## config.mk

```make
export PLATFORM = sky130hd
export DESIGN_NAME = spi_master_mcs
export DESIGN_NICKNAME = d
export VERILOG_FILES = /design/src/rtl/spi_master_mcs.sv
export SDC_FILE = /design/constraint.sdc
export NUM_CORES = 1
export LEC_CHECK = 0
export CAP_MARGIN = 20
export CORE_AREA = 2 2 122 124
export DETAILED_ROUTE_END_ITERATION = 10
export DIE_AREA = 0 0 124 126
export PLACE_DENSITY_LB_ADDON = 0.25
export SLEW_MARGIN = 20
export SYNTH_ARGS = -nofsm -noshare
export SYNTH_HDL_FRONTEND = slang
export SYNTH_SLANG_ARGS = --single-unit
export TNS_END_PERCENT = 5
```

## constraint.sdc

```tcl
create_clock -name clk -period 5.2 [get_ports clk]
set_input_delay 0.78 -clock clk [delete_from_list [all_inputs] [get_ports clk]]
set_output_delay 0.78 -clock clk [all_outputs]
set_load 0.01 [all_outputs]
```

## src/rtl/spi_master_mcs.sv

```systemverilog
// spi_master_mcs
//   Multi-configuration SPI master. Each transfer is set up by one valid/ready
//   handshake. The handshake latches the SCK mode (CPOL/CPHA), the bit order,
//   the word length, the SCK half-period divider, the chip-select index and the
//   transmit word. The block runs one transfer at a time, then pulses done and
//   presents the received word.
//
// Ports
//   clk, rst_n          system clock, asynchronous active-low reset
//   start_valid/ready   transfer request handshake (ready only while idle)
//   cfg_cpol, cfg_cpha  SCK idle level and sampling phase
//   cfg_lsb_first       1 = bit 0 is shifted first
//   cfg_len             word length minus one (1..W bits)
//   cfg_div             SCK half-period minus one, in clk cycles
//   cfg_cs_sel          slave index; out-of-range values assert no chip select
//   din                 transmit word, right-aligned
//   abort               cancels an active transfer (no done, dout kept)
//   done                one-cycle completion pulse
//   dout                received word, right-aligned, held until the next done
//   sck, cs_n, mosi     SPI outputs (all registered)
//   miso                SPI input
//
// state | meaning
// ------+-----------------------------------------------------------------
// IDLE  | ready for a request, chip selects released, sck at latched CPOL
// SETUP | chip select asserted, D cycles before the first SCK edge
// SHIFT | 2N SCK edges, one every D cycles, sampling / driving per CPHA
// HOLD  | D cycles with chip select still asserted after the last edge
// DONE  | one cycle: done pulse, dout updated, chip selects released

module spi_master_mcs #(
  parameter int  WIDTH_LOG = 4,
  parameter int  CS_NUM    = 4,
  parameter int  DIV_WIDTH = 8,
  localparam int W         = 1 << WIDTH_LOG,
  localparam int CS_SEL_W  = (CS_NUM > 1) ? $clog2(CS_NUM) : 1
) (
  input  logic                 clk,
  input  logic                 rst_n,
  input  logic                 start_valid,
  output logic                 start_ready,
  input  logic                 cfg_cpol,
  input  logic                 cfg_cpha,
  input  logic                 cfg_lsb_first,
  input  logic [WIDTH_LOG-1:0] cfg_len,
  input  logic [DIV_WIDTH-1:0] cfg_div,
  input  logic [CS_SEL_W-1:0]  cfg_cs_sel,
  input  logic [W-1:0]         din,
  input  logic                 abort,
  output logic                 done,
  output logic [W-1:0]         dout,
  output logic                 sck,
  output logic [CS_NUM-1:0]    cs_n,
  output logic                 mosi,
  input  logic                 miso
);

  // Edge counter must hold 2N with N up to W.
  localparam int EW = WIDTH_LOG + 2;

  typedef enum logic [2:0] {
    IDLE  = 3'd0,
    SETUP = 3'd1,
    SHIFT = 3'd2,
    HOLD  = 3'd3,
    DONE  = 3'd4
  } state_t;

  state_t               state_q, state_nxt;
  logic [DIV_WIDTH-1:0] div_cnt_q, div_cnt_nxt;
  logic [EW-1:0]        edges_q, edges_nxt;
  logic                 cpol_q, cpol_nxt;
  logic                 cpha_q, cpha_nxt;
  logic                 lsb_q, lsb_nxt;
  logic [WIDTH_LOG-1:0] len_q, len_nxt;
  logic [DIV_WIDTH-1:0] div_q, div_nxt;
  logic [CS_SEL_W-1:0]  cs_sel_q, cs_sel_nxt;
  logic [W-1:0]         tx_q, tx_nxt;
  logic [W-1:0]         rx_q, rx_nxt;

  logic                 sck_nxt;
  logic                 mosi_nxt;
  logic                 done_nxt;
  logic [W-1:0]         dout_nxt;
  logic [CS_NUM-1:0]    cs_n_nxt;
  logic                 start_ready_nxt;
  logic                 cs_active_nxt;

  logic                 accept;
  logic                 tc;
  logic                 lead;
  logic                 last_edge;
  logic                 sample_edge;
  logic                 drive_edge;
  logic [W-1:0]         tx_aligned;

  function automatic logic head_bit(input logic [W-1:0] v, input logic lsb);
    return lsb ? v[0] : v[W-1];
  endfunction

  function automatic logic [W-1:0] advance(input logic [W-1:0] v, input logic lsb);
    return lsb ? (v >> 1) : (v << 1);
  endfunction

  assign accept      = start_valid && start_ready;
  assign tc          = (div_cnt_q == '0);
  // The coming SCK edge is a leading edge whenever sck still sits at CPOL.
  assign lead        = (sck == cpol_q);
  assign last_edge   = (edges_q == EW'(1));
  assign sample_edge = lead ^ cpha_q;
  // CPHA=0 already put the first bit out during SETUP and must not shift
  // past the last bit on the final trailing edge.
  assign drive_edge  = cpha_q ? lead : (!lead && !last_edge);
  // MSB-first words are pre-shifted so bit N-1 sits in the top position.
  assign tx_aligned  = cfg_lsb_first ? din : (din << (~cfg_len));

  always_comb begin
    state_nxt   = state_q;
    div_cnt_nxt = div_cnt_q;
    edges_nxt   = edges_q;
    cpol_nxt    = cpol_q;
    cpha_nxt    = cpha_q;
    lsb_nxt     = lsb_q;
    len_nxt     = len_q;
    div_nxt     = div_q;
    cs_sel_nxt  = cs_sel_q;
    tx_nxt      = tx_q;
    rx_nxt      = rx_q;
    sck_nxt     = sck;
    mosi_nxt    = mosi;
    done_nxt    = 1'b0;
    dout_nxt    = dout;

    unique case (state_q)
      IDLE: begin
        sck_nxt  = cpol_q;
        mosi_nxt = 1'b0;
        if (accept) begin
          state_nxt   = SETUP;
          cpol_nxt    = cfg_cpol;
          cpha_nxt    = cfg_cpha;
          lsb_nxt     = cfg_lsb_first;
          len_nxt     = cfg_len;
          div_nxt     = cfg_div;
          cs_sel_nxt  = cfg_cs_sel;
          div_cnt_nxt = cfg_div;
          edges_nxt   = (EW'(cfg_len) + EW'(1)) << 1;
          rx_nxt      = '0;
          sck_nxt     = cfg_cpol;
          if (!cfg_cpha) begin
            mosi_nxt = head_bit(tx_aligned, cfg_lsb_first);
            tx_nxt   = advance(tx_aligned, cfg_lsb_first);
          end else begin
            tx_nxt   = tx_aligned;
          end
        end
      end

      SETUP, SHIFT: begin
        if (abort) begin
          state_nxt = IDLE;
          sck_nxt   = cpol_q;
          mosi_nxt  = 1'b0;
        end else if (tc) begin
          div_cnt_nxt = div_q;
          edges_nxt   = edges_q - EW'(1);
          sck_nxt     = ~sck;
          if (sample_edge) begin
            rx_nxt = lsb_q ? {miso, rx_q[W-1:1]} : {rx_q[W-2:0], miso};
          end
          if (drive_edge) begin
            mosi_nxt = head_bit(tx_q, lsb_q);
            tx_nxt   = advance(tx_q, lsb_q);
          end
          state_nxt = last_edge ? HOLD : SHIFT;
        end else begin
          div_cnt_nxt = div_cnt_q - DIV_WIDTH'(1);
        end
      end

      HOLD: begin
        if (abort) begin
          state_nxt = IDLE;
          sck_nxt   = cpol_q;
          mosi_nxt  = 1'b0;
        end else if (tc) begin
          state_nxt = DONE;
          done_nxt  = 1'b1;
          mosi_nxt  = 1'b0;
          // LSB-first bits were shifted in from the top; right-align them.
          dout_nxt  = lsb_q ? (rx_q >> (~len_q)) : rx_q;
        end else begin
          div_cnt_nxt = div_cnt_q - DIV_WIDTH'(1);
        end
      end

      DONE: begin
        state_nxt = IDLE;
        sck_nxt   = cpol_q;
        mosi_nxt  = 1'b0;
      end

      default: begin
        state_nxt = IDLE;
        sck_nxt   = cpol_q;
        mosi_nxt  = 1'b0;
      end
    endcase

    cs_active_nxt = (state_nxt == SETUP) || (state_nxt == SHIFT) ||
                    (state_nxt == HOLD);
    for (int i = 0; i < CS_NUM; i++) begin
      cs_n_nxt[i] = !(cs_active_nxt && (cs_sel_nxt == CS_SEL_W'(i)));
    end
    start_ready_nxt = (state_nxt == IDLE);
  end

  always_ff @(posedge clk or negedge rst_n) begin
    if (!rst_n) begin
      state_q     <= IDLE;
      div_cnt_q   <= '0;
      edges_q     <= '0;
      cpol_q      <= 1'b0;
      cpha_q      <= 1'b0;
      lsb_q       <= 1'b0;
      len_q       <= '0;
      div_q       <= '0;
      cs_sel_q    <= '0;
      tx_q        <= '0;
      rx_q        <= '0;
      sck         <= 1'b0;
      mosi        <= 1'b0;
      done        <= 1'b0;
      dout        <= '0;
      cs_n        <= '1;
      start_ready <= 1'b1;
    end else begin
      state_q     <= state_nxt;
      div_cnt_q   <= div_cnt_nxt;
      edges_q     <= edges_nxt;
      cpol_q      <= cpol_nxt;
      cpha_q      <= cpha_nxt;
      lsb_q       <= lsb_nxt;
      len_q       <= len_nxt;
      div_q       <= div_nxt;
      cs_sel_q    <= cs_sel_nxt;
      tx_q        <= tx_nxt;
      rx_q        <= rx_nxt;
      sck         <= sck_nxt;
      mosi        <= mosi_nxt;
      done        <= done_nxt;
      dout        <= dout_nxt;
      cs_n        <= cs_n_nxt;
      start_ready <= start_ready_nxt;
    end
  end

endmodule
```

==> notes.md, run 1 <==
impl run done, here's what came out: Site Rows 44, status finished, final reports clean, fraction of layout cells with a size suffix above 1 11.47%, Achievable Freq 0.3050 GHz, CP peak stage delay 630 ps, worst-case reg-to-reg path depth 7, First-pass DRT Iterations 5, vias in the first global route 5458, Hold Path End div_q[0], routed length per instance 18.60 µm, number of CTS-inserted buffers 9, Mux area share 17.73%, I/O pin cnt 62, Syn Inst Count 725, share of power burned in registers 37.9%, CTS clk-pin slew, worst paths 70 ps, Commonest flop dfrtp_1, starting DRC count in detailed routing 683, vias 5730, top-count cell post-synth nand2_1, Worst EP required 5440 ps, die height 126 µm, area fraction in xor and xnor cells 0.8350%, wire length on met2 8.217 mm, register area share after synthesis 35.88%, final hold viol count 0, most used routing layer met2, Tcrit/Tclk final 63.05%, yosys cell count 725, worst hold stages 2
run 1: per-stage QoR:
step | setup slack (ps) | hold WS (ps) | power [mW] | area (µm²) | std cells
finish | 1921 | 479.8 | 3.354 | 7266 | 934
global route | 1764 | 511.4 | 3.588 | 7266 | 934
CTS | 1641 | 481.9 | 3.350 | 7263 | 934
detailed placement | 1259 | 464.3 | 2.651 | 6955 | 918
global placement | 1385 | 458.7 | 2.597 | 6955 | 918
floorplan | 2457 | 440.6 | 2.259 | 6294 | 725
run 1: registers in the layout, indices dropped and copies added (netlist names), 2 cells and up:
name	cells
dout	16
rx_q	16
tx_q	16
div_cnt_q	8
div_q	8
edges_q	6
cs_n	4
len_q	4
state_q	3
cs_sel_q	2
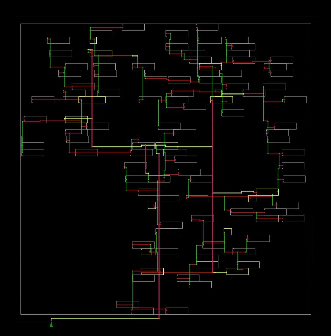
*The clock network, run 1*
Clock buffer cells: 9
Flops: 90
clock network power: 683 µW

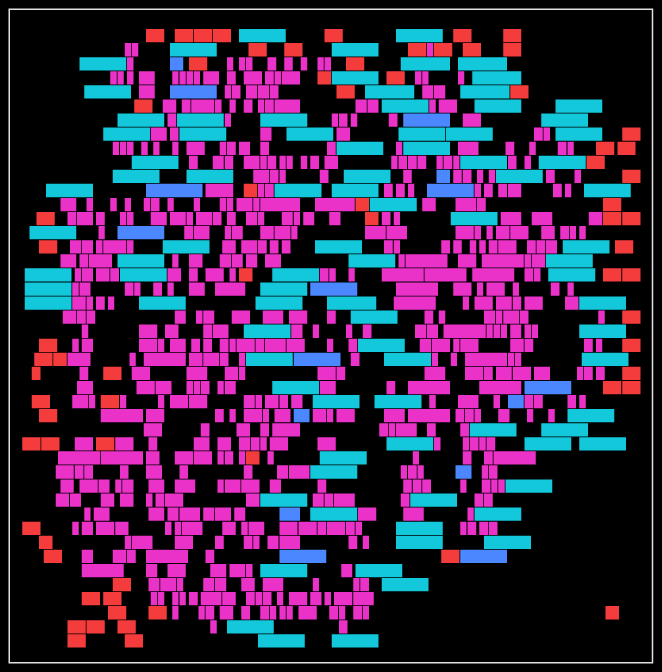
*Cell classes on the final placement, run 1*
Key: cyan = sequential cells [cells 90]; blue = clock drivers and dummy loads [cells 16]; magenta = combinational and other logic [cells 575]; red = remaining buffers and delay cells [cells 69]

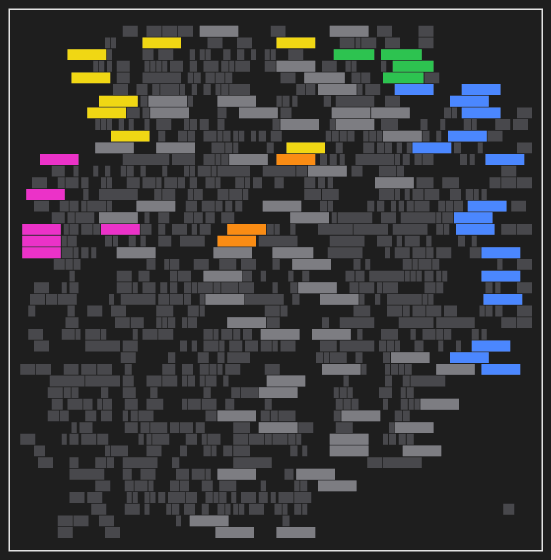
*Sequential cells grouped by signal name, run 1*
Other sequential cells in the stronger gray, the rest of the logic in the fainter gray.
Key: blue = dout [placed flops 16]; green = cs_n [placed flops 4, where north-east]; yellow = div_q [placed flops 8]; orange = state_q [placed flops 3]; magenta = edges_q [placed flops 6, where west]
Another 53 sequential cells are not colored.

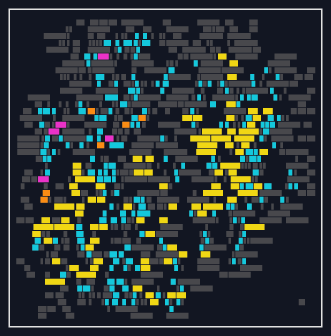
*Logic cells by family, run 1*
Key: magenta = fa/ha/maj cells [cells 5]; cyan = aoi and oai cells [cells 186]; orange = xor and xnor cells [cells 6]; yellow = mux cells [cells 85]

### Clock wires, drivers and flops, run 1

Bar = 20 µm.
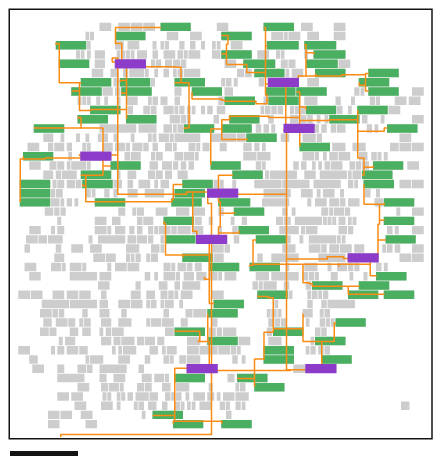

==> run 2: changes to the inputs <==
==> constraint.sdc (replaced) <==
create_clock -name clk -period 3 [get_ports clk]
set_input_delay 0.45 -clock clk [delete_from_list [all_inputs] [get_ports clk]]
set_output_delay 0.45 -clock clk [all_outputs]
set_load 0.01 [all_outputs]
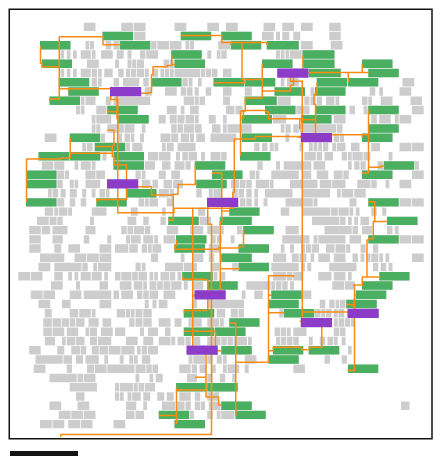
*Clock wires, drivers and flops, run 2*
Bar = 20 µm.
Key: orange = clock wires [length 1180 µm]; green = flip-flops [count 90]; purple = clock drivers [count 9]
Position of the flops: all over the die. There are 10 routed clock nets.

==> run 2 against run 1 <==
  * Synthesized cell count stayed put
  * Sequential cell count stayed put
  * Non-clock buffer count grew 24
  * Area after synthesis stayed put
  * Register-to-register slack lost 1700 ps
  * Hold slack got worse by 420 ps
==> notes.md, run 2 <==
impl run done, here's what came out: die height 126 µm (unchanged), worst-case reg-to-reg path depth 7 (unchanged), FP Core Util 43.97%, routed length per instance 18.01 µm (-3.2%), CTS-repair resized insts 0, Post-route DRC 0, Data buffer area share 11.77%, H-tree Lvls 3, clock network power 1.34 mW (+96%), starting DRC count in detailed routing 570 (-17%), Mux area share 17.73% (unchanged), I/O pin cnt 62 (unchanged), Site Rows 44 (unchanged), top-count cell post-synth nand2_1, wire length on met2 8.330 mm (+1.4%), CTS clk-pin slew, worst paths 70 ps (about the same), number of CTS-inserted buffers 9 (unchanged), Leakage 3.042 nW, Largest regs dout x16, rx_q x16, tx_q x16, final hold viol count 0 (unchanged), vias 5795 (+1.1%), CP arrival 2970 ps, Placement Cell Area 7173 µm² (+3.1%), Chip Width 124 µm, Tcrit/Tclk final 91.43% (+28 points), register area share after synthesis 35.88% (unchanged), area fraction in xor and xnor cells 0.8350% (unchanged), Net Count, Synth 767, status finished, final reports clean, Internal Power 3.610 mW, Clock buffer cells 10 (+1), First-pass DRT Iterations 5 (unchanged), most used routing layer met2, yosys cell count 725 (unchanged), share of power burned in registers 34.8% (-3.1 points), Flops 90 (unchanged), Worst EP required 3230 ps (-2210 ps), Achievable Freq 0.3646 GHz (+20%), final instance area 7528 µm² (+3.6%), fraction of layout cells with a size suffix above 1 14.08% (+2.6 points)
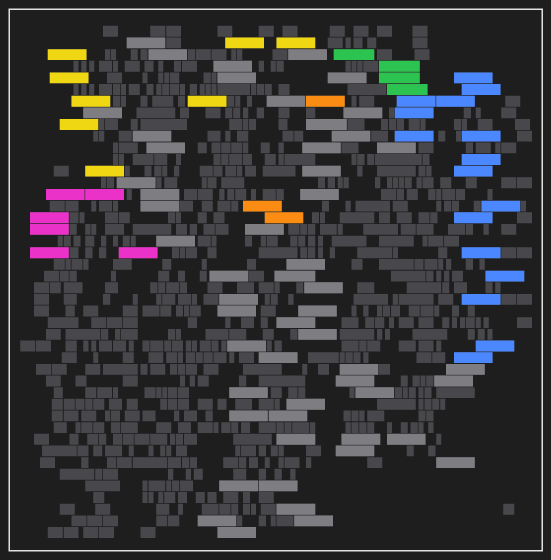
*Sequential cells grouped by signal name, run 2*
Other sequential cells in the stronger gray, the rest of the logic in the fainter gray.
Key: orange = state_q [placed flops 3]; magenta = edges_q [placed flops 6, where west]; blue = dout [placed flops 16]; yellow = div_q [placed flops 8, where north-west]; green = cs_n [placed flops 4, where north-east]
Another 53 sequential cells are not colored.

==> run 2: cell counts after synthesis <==
Identical to the previous run, type by type.
==> run 2: worst max-delay path, cell delays in order, from the launching register on <==
cell      delay, ps
dfrtp_1         420
inv_1           120
ha_1            220
or4b_4          520
nor4_4          220
o221ai_2        190
or2_1           490
a221o_1         440
==> run 2: stage by stage <==
stage               cells  setup WS [ps]  hold WS (ps)  util, %  power [mW]
finish                958          257.1         60.01    52.60       6.064
global route          958          127.9         111.5    52.60       6.478
CTS                   958          273.8         73.34    52.60       6.061
detailed placement    942          174.1         444.0    50.11       4.696
global placement      942          189.0         442.7    50.11       4.623
floorplan             725          450.2         154.4        -       3.915
No activity file was given, so power comes from the tool's default toggle rates.
